==> config.mk <==
export PLATFORM = sky130hd
export DESIGN_NAME = psg_wt_fetch
export DESIGN_NICKNAME = d
export VERILOG_FILES = /design/src/rtl/psg_pkg.sv /design/src/rtl/psg_addr_mux.sv /design/src/rtl/psg_wt_fetch.sv
export SDC_FILE = /design/constraint.sdc
export NUM_CORES = 1
export LEC_CHECK = 0
export ABC_CLOCK_PERIOD_IN_PS = 2400
export CAP_MARGIN = 20
export CORE_AREA = 5 5 113 115
export DETAILED_ROUTE_END_ITERATION = 16
export DIE_AREA = 0 0 118 120
export GPL_TIMING_DRIVEN = 0
export PLACE_DENSITY = 0.79
export SKIP_CTS_REPAIR_TIMING = 1
export SYNTH_ARGS = -nofsm -noshare
export SYNTH_HDL_FRONTEND = slang
export SYNTH_SLANG_ARGS = --single-unit
==> constraint.sdc <==
create_clock -name clk -period 2.4 [get_ports clk]
set_input_delay 0.24 -clock clk [delete_from_list [all_inputs] [get_ports clk]]
set_output_delay 0.24 -clock clk [all_outputs]
set_load 0.1 [all_outputs]
==> src/rtl/psg_pkg.sv <==
// -----------------------------------------------------------------------------
// psg_pkg
// Shared definitions for the PSG wave-table fetch path: channel count,
// default bus widths and the fetch FSM state type.
// -----------------------------------------------------------------------------
package psg_pkg;

  localparam int PSG_NCH = 8;   // wave-table channels behind the arbiter
  localparam int PSG_AW  = 24;  // default system byte-address width
  localparam int PSG_DW  = 16;  // default sample fetch width

  // ARB: arbiter may re-arbitrate; CHK: grant being validated; BUS: read cycle.
  typedef enum logic [1:0] {
    ARB = 2'd0,
    CHK = 2'd1,
    BUS = 2'd2
  } psg_state_e;

endpackage

==> src/rtl/psg_addr_mux.sv <==
// -----------------------------------------------------------------------------
// psg_addr_mux
// Combinational 8:1 selector that picks the granted channel's fetch address
// out of the flattened per-channel address bus.
//
// Ports:
//   addr_flat  in  PSG_NCH*AW  channel n at [n*AW +: AW]
//   seln       in  3           encoded grant
//   addr       out AW          address of channel seln
// -----------------------------------------------------------------------------
module psg_addr_mux
  import psg_pkg::*;
#(
  parameter int AW = PSG_AW
) (
  input  logic [PSG_NCH*AW-1:0] addr_flat,
  input  logic [2:0]            seln,
  output logic [AW-1:0]         addr
);

  // NOTE: every signal driven from always_comb gets a default before any
  // conditional assignment, otherwise an uncovered path infers a latch.
  always_comb begin
    addr = '0;
    for (int i = 0; i < PSG_NCH; i++) begin
      if (seln == 3'(i)) addr = addr_flat[i*AW +: AW];
    end
  end

endmodule

==> src/rtl/psg_wt_fetch.sv <==
// -----------------------------------------------------------------------------
// psg_wt_fetch
// Bus master sitting directly after the PSG eight-channel arbiter. It takes the
// arbiter's grant, runs one read on the system bus for that wave-table channel
// and returns the sample tagged with its channel. arb_ack tells the arbiter
// when it may re-arbitrate, so grants only change between transfers.
//
// Ports:
//   clk, rst     system clock, synchronous active-high reset
//   ce           PSG clock enable (shared with the arbiter)
//   req[7:0]     per-channel fetch requests
//   sel[7:0]     one-hot grant, seln[2:0] encoded grant
//   addr_flat    per-channel fetch addresses, channel n at [n*AW +: AW]
//   arb_ack      bus free; arbiter re-arbitrates on ce & arb_ack
//   m_cyc/m_stb/m_we/m_adr, m_ack_i/m_dat_i   system-bus read master
//   dat_o, dat_ch, dat_vld   fetched sample, owning channel, 1-clk valid
//   err          1-clk pulse when the bus does not acknowledge in time
// -----------------------------------------------------------------------------
module psg_wt_fetch
  import psg_pkg::*;
#(
  parameter int AW        = PSG_AW,
  parameter int DW        = PSG_DW,
  parameter int TO_CYCLES = 255       // 1..255 clks before a read is abandoned
) (
  input  logic                  clk,
  input  logic                  rst,
  input  logic                  ce,
  input  logic [PSG_NCH-1:0]    req,
  input  logic [PSG_NCH-1:0]    sel,
  input  logic [2:0]            seln,
  input  logic [PSG_NCH*AW-1:0] addr_flat,
  output logic                  arb_ack,
  output logic                  m_cyc,
  output logic                  m_stb,
  output logic                  m_we,
  output logic [AW-1:0]         m_adr,
  input  logic                  m_ack_i,
  input  logic [DW-1:0]         m_dat_i,
  output logic [DW-1:0]         dat_o,
  output logic                  dat_vld,
  output logic [2:0]            dat_ch,
  output logic                  err
);

  localparam logic [7:0] CNT_LAST = 8'(TO_CYCLES - 1);

  psg_state_e    state_q, state_d;
  logic          arb_ack_q, arb_ack_d;
  logic          cyc_q, cyc_d;
  logic [AW-1:0] adr_q, adr_d;
  logic [2:0]    ch_q, ch_d;
  logic [7:0]    cnt_q, cnt_d;
  logic [DW-1:0] dat_q, dat_d;
  logic [2:0]    dat_ch_q, dat_ch_d;
  logic          vld_q, vld_d;
  logic          err_q, err_d;
  logic [AW-1:0] mux_adr;

  psg_addr_mux #(.AW(AW)) u_addr_mux (
    .addr_flat (addr_flat),
    .seln      (seln),
    .addr      (mux_adr)
  );

  // Next-state and next-output logic. ARB/CHK advance only on ce so the
  // arbiter and this stage step together; BUS runs at full clk rate.
  always_comb begin
    state_d   = state_q;
    arb_ack_d = arb_ack_q;
    cyc_d     = cyc_q;
    adr_d     = adr_q;
    ch_d      = ch_q;
    cnt_d     = cnt_q;
    dat_d     = dat_q;
    dat_ch_d  = dat_ch_q;
    vld_d     = 1'b0;
    err_d     = 1'b0;

    unique case (state_q)
      ARB: begin
        if (ce) begin
          state_d   = CHK;
          arb_ack_d = 1'b0;
        end
      end

      CHK: begin
        if (ce) begin
          // The arbiter holds its last owner even after that requester has
          // gone idle, so a grant is only acted on if its req is still up.
          if (|sel && req[seln]) begin
            ch_d    = seln;
            adr_d   = mux_adr;
            cyc_d   = 1'b1;
            cnt_d   = '0;
            state_d = BUS;
          end else begin
            state_d   = ARB;
            arb_ack_d = 1'b1;
          end
        end
      end

      BUS: begin
        cnt_d = cnt_q + 8'd1;
        // Acknowledge is checked first so a late ack on the final count
        // still delivers data instead of a timeout.
        if (m_ack_i) begin
          dat_d     = m_dat_i;
          dat_ch_d  = ch_q;
          vld_d     = 1'b1;
          cyc_d     = 1'b0;
          state_d   = ARB;
          arb_ack_d = 1'b1;
        end else if (cnt_q == CNT_LAST) begin
          err_d     = 1'b1;
          cyc_d     = 1'b0;
          state_d   = ARB;
          arb_ack_d = 1'b1;
        end
      end

      default: begin
        state_d   = ARB;
        arb_ack_d = 1'b1;
        cyc_d     = 1'b0;
      end
    endcase
  end

  // NOTE: every register here, including data/address holding registers, is
  // given a reset value so the bus interface and outputs are defined from the
  // first clk after reset, not just the FSM state.
  always_ff @(posedge clk) begin
    // NOTE: clocked state uses non-blocking assignments so all registers
    // update together from the values present before the edge.
    if (rst) begin
      state_q   <= ARB;
      arb_ack_q <= 1'b1;
      cyc_q     <= 1'b0;
      adr_q     <= '0;
      ch_q      <= '0;
      cnt_q     <= '0;
      dat_q     <= '0;
      dat_ch_q  <= '0;
      vld_q     <= 1'b0;
      err_q     <= 1'b0;
    end else begin
      state_q   <= state_d;
      arb_ack_q <= arb_ack_d;
      cyc_q     <= cyc_d;
      adr_q     <= adr_d;
      ch_q      <= ch_d;
      cnt_q     <= cnt_d;
      dat_q     <= dat_d;
      dat_ch_q  <= dat_ch_d;
      vld_q     <= vld_d;
      err_q     <= err_d;
    end
  end

  assign arb_ack = arb_ack_q;
  assign m_cyc   = cyc_q;
  assign m_stb   = cyc_q;   // single-beat reads: strobe tracks the cycle
  assign m_we    = 1'b0;
  assign m_adr   = adr_q;
  assign dat_o   = dat_q;
  assign dat_ch  = dat_ch_q;
  assign dat_vld = vld_q;
  assign err     = err_q;

endmodule

**Run 1: routed clock nets over the placement**

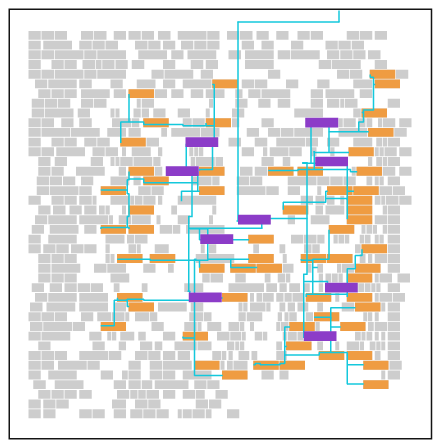
- purple: cells driving clock nets (count 9)
- cyan: clock wires (length 819 um)
- orange: flip-flops (count 60)
- routed clock nets: 10

**Run 1: clock wiring as the flow saved it**

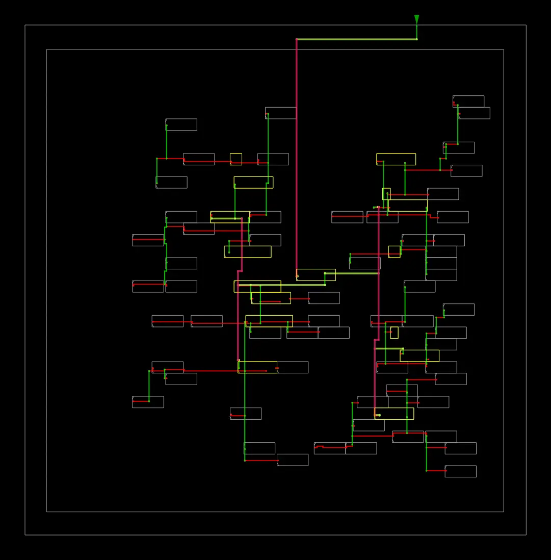
Clock Sink Count: 60
Clock Latency Late Sink: 0.32 ns

**Run 1: cell classes on the final placement**

Scale bar: 20 um.
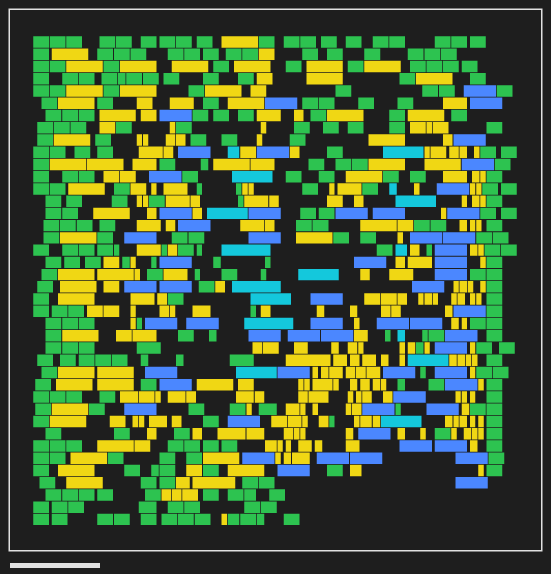
- cyan: clock drivers and dummy loads (cells 16)
- yellow: all other logic (cells 281)
- green: other buffers and delay cells (cells 309)
- blue: flops (cells 60)
fraction of area in registers: 16.3%
Core Region: 11700 um^2
num rows: 40
fin util: 63.0%

**Run 1: signal wires on met1**

Supply wires on this layer in gray.
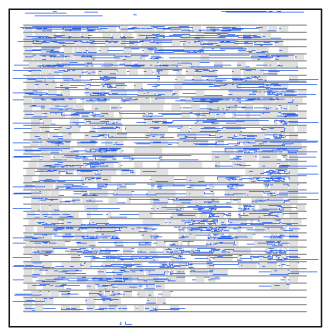
- nets with wire on the layer: 800
- longest straight run: 39.1 um
- main direction: horizontal

==> impl_metrics.json, run 1 <==
{
  "status": "complete, no violations",
  "ys_seq_share_pct": 29.2,
  "vias": 4138,
  "grt_antenna_before_repair": 2,
  "ff_type": "dfxtp_1",
  "drive_gt1_share_pct": 16.5,
  "r2r_slack_ns": 0.54,
  "wirelength_um": 16300,
  "clock_path_buffers": 2,
  "clk_pin_slew_ns": 0.05,
  "grt_usage_pct": 22.2,
  "drc": 0,
  "period_used_pct": 89.3,
  "end_kind": "output pin",
  "cts_inserted_buffers": 9,
  "endpoint": "m_stb",
  "cp.arrival_ns": 1.90,
  "top_area_share_pct": 29.2,
  "edf_count": 0,
  "finalNetCount": 894,
  "antenna_left": 0,
  "hp-class": "in -> reg",
  "worstPathMaxFanout": 3,
  "area_leaders": "dfxtp_1, mux4_2, mux2i_1",
  "worst_pin_slew_ns": 1.05,
  "cts-root-buf": "clkbuf_16",
  "grt_pass1_vias": 4581,
  "register_area_um2": 1200,
  "cp.depth": 2,
  "area_delta_synth_final_pct": 79.5,
  "slew_viol_final": 0,
  "ys_ff": 60,
  "initial_core_util_pct": 35.1,
  "slowest_delay_ns": 1.12,
  "leakage_nw": 2.76,
  "tool_warnings": 27,
  "hold_violations": 0,
  "hold_path_startpoint": "rst",
  "initialDrtViolationCount": 121,
  "ys_sh_mux_pct": 42.2,
  "die_y_um": 120,
  "clock.fmax_mhz": 467,
  "combGateArea_um2": 2700,
  "power.density_nw_per_um2": 480,
  "ys_types": 40,
  "cts_tree": "yes",
  "ys_cells": 376,
  "dp_hpwl_um": 13900,
  "die_width_um": 118,
  "layout.cells.most_common": "clkdlybuf4s50_1",
  "routabilityCongestion": 0.959,
  "die_area_um2": 14200,
  "yosys-top-cells-count": "dfxtp_1, mux4_2, nand2_1",
  "max_slew_margin_pct": 29.8,
  "synthAdderAreaFrac_pct": 0.609,
  "path_cells": "buf_4 -> clkdlybuf4s50_1",
  "critical-path-top-delay-family": "buffers and inverters",
  "top_level_ports": 280,
  "grt_pass1_wl_um": 24600,
  "yosys.area.top_type": "dfxtp_1",
  "crit_path_top_delay_cell": "clkdlybuf4s50_1",
  "min_period_ns": 2.14,
  "syn-instance-count": 376,
  "firstDrtPassIters": 4,
  "ys_warn_count": 0,
  "rsz0062_at_grt": "no",
  "lay_top_cells": "clkdlybuf4s50_1, dfxtp_1, mux4_2",
  "critical_path_required_ns": 2.16,
  "synth.cell_area_um2": 4110,
  "htree_levels": 3,
  "hold_depth": 3,
  "r2r-end": "dat_o[9]",
  "crit_buf_inv": 2,
  "grt-ovfl-total": 0,
  "ys_sh_aoi_pct": 5.20,
  "vias_per_cell": 5.08
}
run 1: metal layers:
layer  share of wire, %  track usage (%)  vias up
met4                2.7             8.17        2
met3                7.5             5.94       31
met5              0.067                0        -
li1                   -                -     1948
met2                 53             40.8      206
met1                 36             24.6     1951
run 1: metrics by stage:
| stage | std cells | area, um^2 | worst slack, ns | power, mW | util [%] |
|---|---|---|---|---|---|
| 6_report | 814 | 7380 | 0.258 | 3.54 | 63.0 |
| 5_1_grt | 814 | 7380 | 0.216 | 3.69 | 63.0 |
| 4_1_cts | 813 | 7380 | 0.237 | 3.58 | 63.0 |
| 3_5_place_dp | 797 | 7040 | 0.269 | 2.11 | 60.1 |
| 3_3_place_gp | 797 | 7040 | 0.296 | 2.10 | 60.1 |
| 2_1_floorplan | 376 | 4110 | 0.656 | 1.61 | - |
run 1: report_power, final:
part / internal [mW] / switching, mW / leakage (nW)
clock: 1.01 / 0.447 / 0.161
combinational: 0.598 / 0.447 / 2.12
sequential: 1.03 / 0.0186 / 0.485
total: 2.63 / 0.913 / 2.76
run 1: worst register-to-register path, stage by stage, from the launching register on:
cell	delay (ns)
dfxtp_1	0.45
nor2b_1	0.16
clkbuf_1	0.35
and2_1	0.18
buf_2	0.19
buf_2	0.25
nand2_1	0.09
a21oi_1	0.13
run 1: state kept, by name, summed over array words and instances, names as in the netlist:
signal and cells:
ch_q 3, dat_ch 3, state_q 2, m_cyc 1, err 1, cnt_q 8, dat_o 16, m_adr 24
dat_vld 1, arb_ack 1
run 1: layout make-up:
class	instances	share of cell area [%]
plain buffers	35	2.58
inverters	5	0.254
diodes	1	0.0339
clock inverters	7	1.56
multi-input cells	276	36.6
clock buffers	9	3.05
well taps	147	2.49
flip-flops and latches	60	16.3
repair buffers	274	37.2
**Run 1: cells by drive strength**

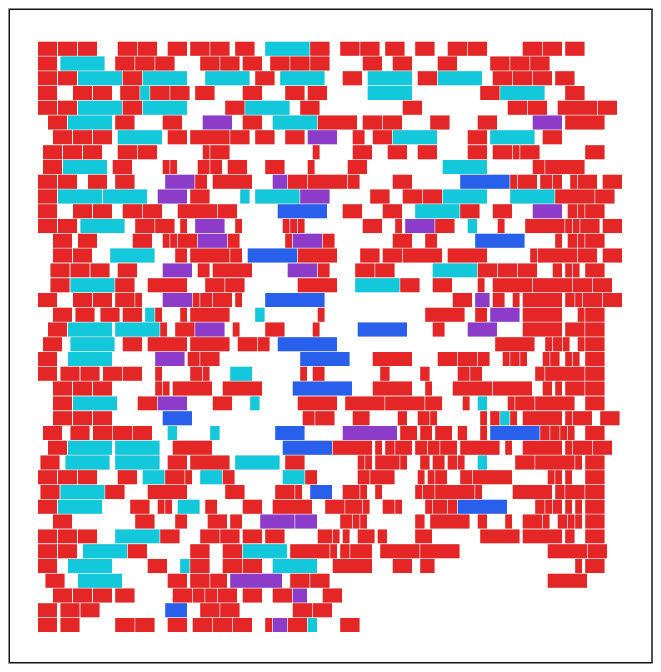

==> run 1 -> run 2 <==
- ABC_CLOCK_PERIOD_IN_PS: 2400 -> 2370
- CELL_PAD_IN_SITES_DETAIL_PLACEMENT: not set -> 0
- CELL_PAD_IN_SITES_GLOBAL_PLACEMENT: not set -> 1
- CORE_AREA: 5 5 113 115 -> 5 5 132 134
- DIE_AREA: 0 0 118 120 -> 0 0 137 139
- clock period: 2.4 -> 2.37 ns (I/O delays scaled with it)
**Run 2: cells by drive strength**

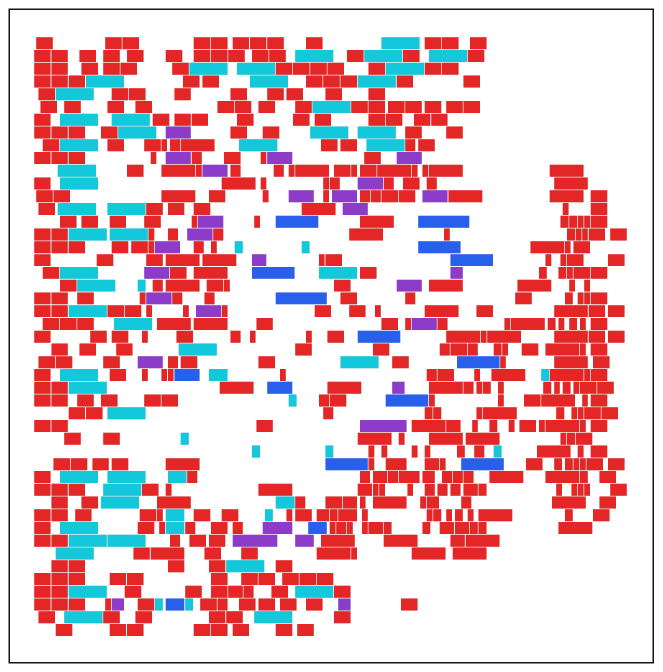
- cyan: drive 2 (cells 66; share 9.9%)
- red: drive 1 or less (cells 557; share 84%)
- purple: drive 3 to 4 (cells 28; share 4.2%)
- blue: drive 6 and up (cells 15; share 2.3%)

**Run 2: cell classes on the final placement**

Scale bar: 50 um.
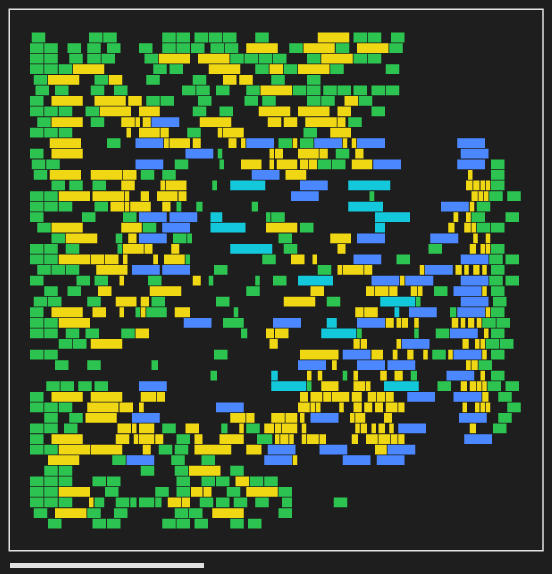
- yellow: all other logic (cells 281)
- cyan: clock drivers and dummy loads (cells 16)
- blue: flops (cells 60)
- green: other buffers and delay cells (cells 309)

==> impl_metrics.json, run 2 <==
{
  "firstDrtPassIters": 4,
  "area_delta_synth_final_pct": 81.4,
  "syn-instance-count": 376,
  "worst_slack_ns": 0.220,
  "endpoint": "m_stb",
  "grt_pass1_vias": 4515,
  "seq_power_share_pct": 30.2,
  "p_clk_mw": 1.38,
  "design.core.area_um2": 16200,
  "initialDrtViolationCount": 138,
  "met2WireLength_um": 8790,
  "share_comb_of_total_power_pct": 30.4,
  "antenna_left": 0,
  "grt_usage_pct": 17.0,
  "power.density_nw_per_um2": 470,
  "ys_warn_count": 0,
  "hp-class": "in -> reg",
  "leakage_nw": 2.75,
  "switching_share_pct": 26.8,
  "wirelength_um": 16800,
  "vias": 4053,
  "utilization_pct": 46.1,
  "dr_wl_met3_um": 1240,
  "worst_pin_slew_ns": 1.06,
  "slew_viol_final": 0,
  "finalNetCount": 894,
  "powerSeq_mw": 1.06,
  "cts_tree": "yes",
  "r2r-end": "dat_o[8]",
  "top_level_ports": 280,
  "ff_type": "dfxtp_1",
  "htree_levels": 3,
  "top_area_share_pct": 29.2,
  "grt_pass1_wl_um": 24800,
  "clock_path_buffers": 2,
  "comb_power_mw": 1.06,
  "layout.cells.most_common": "clkdlybuf4s50_1",
  "ys_ff": 60,
  "p_int_mw": 2.56,
  "drive_gt1_share_pct": 16.4,
  "ys_cells": 376,
  "ys_types": 40,
  "clock_latency_ns": 0.32,
  "wl_met1_um": 6290,
  "die_area_um2": 19000,
  "hold_violations": 0,
  "fin_cells": 891,
  "cp.arrival_ns": 1.91,
  "status": "complete, no violations",
  "initial_core_util_pct": 25.4,
  "die_width_um": 137,
  "rows": 47,
  "critical_path_required_ns": 2.13
}
## run 2: netlist changes by cell type in the layout (fill, tap and decap cells not counted), sizes merged
cell    previous run  this run
diode              1         5
clkbuf            25        26
bufinv             3         2
## run 2: per-layer routing
| metal | track usage (%) | vias to the layer above |
|---|---|---|
| li1 | - | 1951 |
| met1 | 18.9 | 1888 |
| met2 | 31.0 | 185 |
| met3 | 4.35 | 27 |
| met4 | 5.67 | 2 |
| met5 | 0 | - |
## run 2: layout make-up
| class | instances | area, um^2 | share of cell area, % |
|---|---|---|---|
| clock inverter | 6 | 88.8 | 1.19 |
| timing repair buffer | 274 | 2740 | 36.8 |
| clock buffer | 10 | 229 | 3.07 |
| multi-input combinational | 276 | 2700 | 36.2 |
| sequential | 60 | 1200 | 16.1 |
| tap | 220 | 275 | 3.69 |
| antenna | 5 | 12.5 | 0.168 |
| buffer | 35 | 190 | 2.55 |
| inverter | 5 | 18.8 | 0.252 |
## run 2: logic make-up after synthesis
logic type	after synthesis	share of synthesized area, %
AOI/OAI and AO/OA	29	5.20
xor gates and xnor gates	7	1.49
buffers and inverters	40	5.08
DFF	60	29.2
and+or+nand+nor	135	16.1
adders and majority gates	2	0.609
other	1	0.0912
muxes	102	42.2
## run 2: critical path, stage by stage, from the launching register on
cell,delay [ns]
dfxtp_1,0.35
buf_4,0.11
clkdlybuf4s50_1,1.13
## run 2: how the worst min path moves through the flow
| stage | startpoint | end | slack [ns] | cells past startpoint |
|---|---|---|---|---|
| after CTS | rst | m_adr[23] | 0.42 | 3 |
| final | rst | m_adr[23] | 0.40 | 3 |
| after global placement | dat_ch[2] | dat_ch[2] | 0.44 | 2 |
| after floorplan | m_ack_i | err | 0.32 | 1 |
| after detailed placement | ch_q[2] | dat_ch[2] | 0.45 | 2 |
| after global routing | rst | m_adr[23] | 0.45 | 3 |
Power and IR drop assume default switching activity.
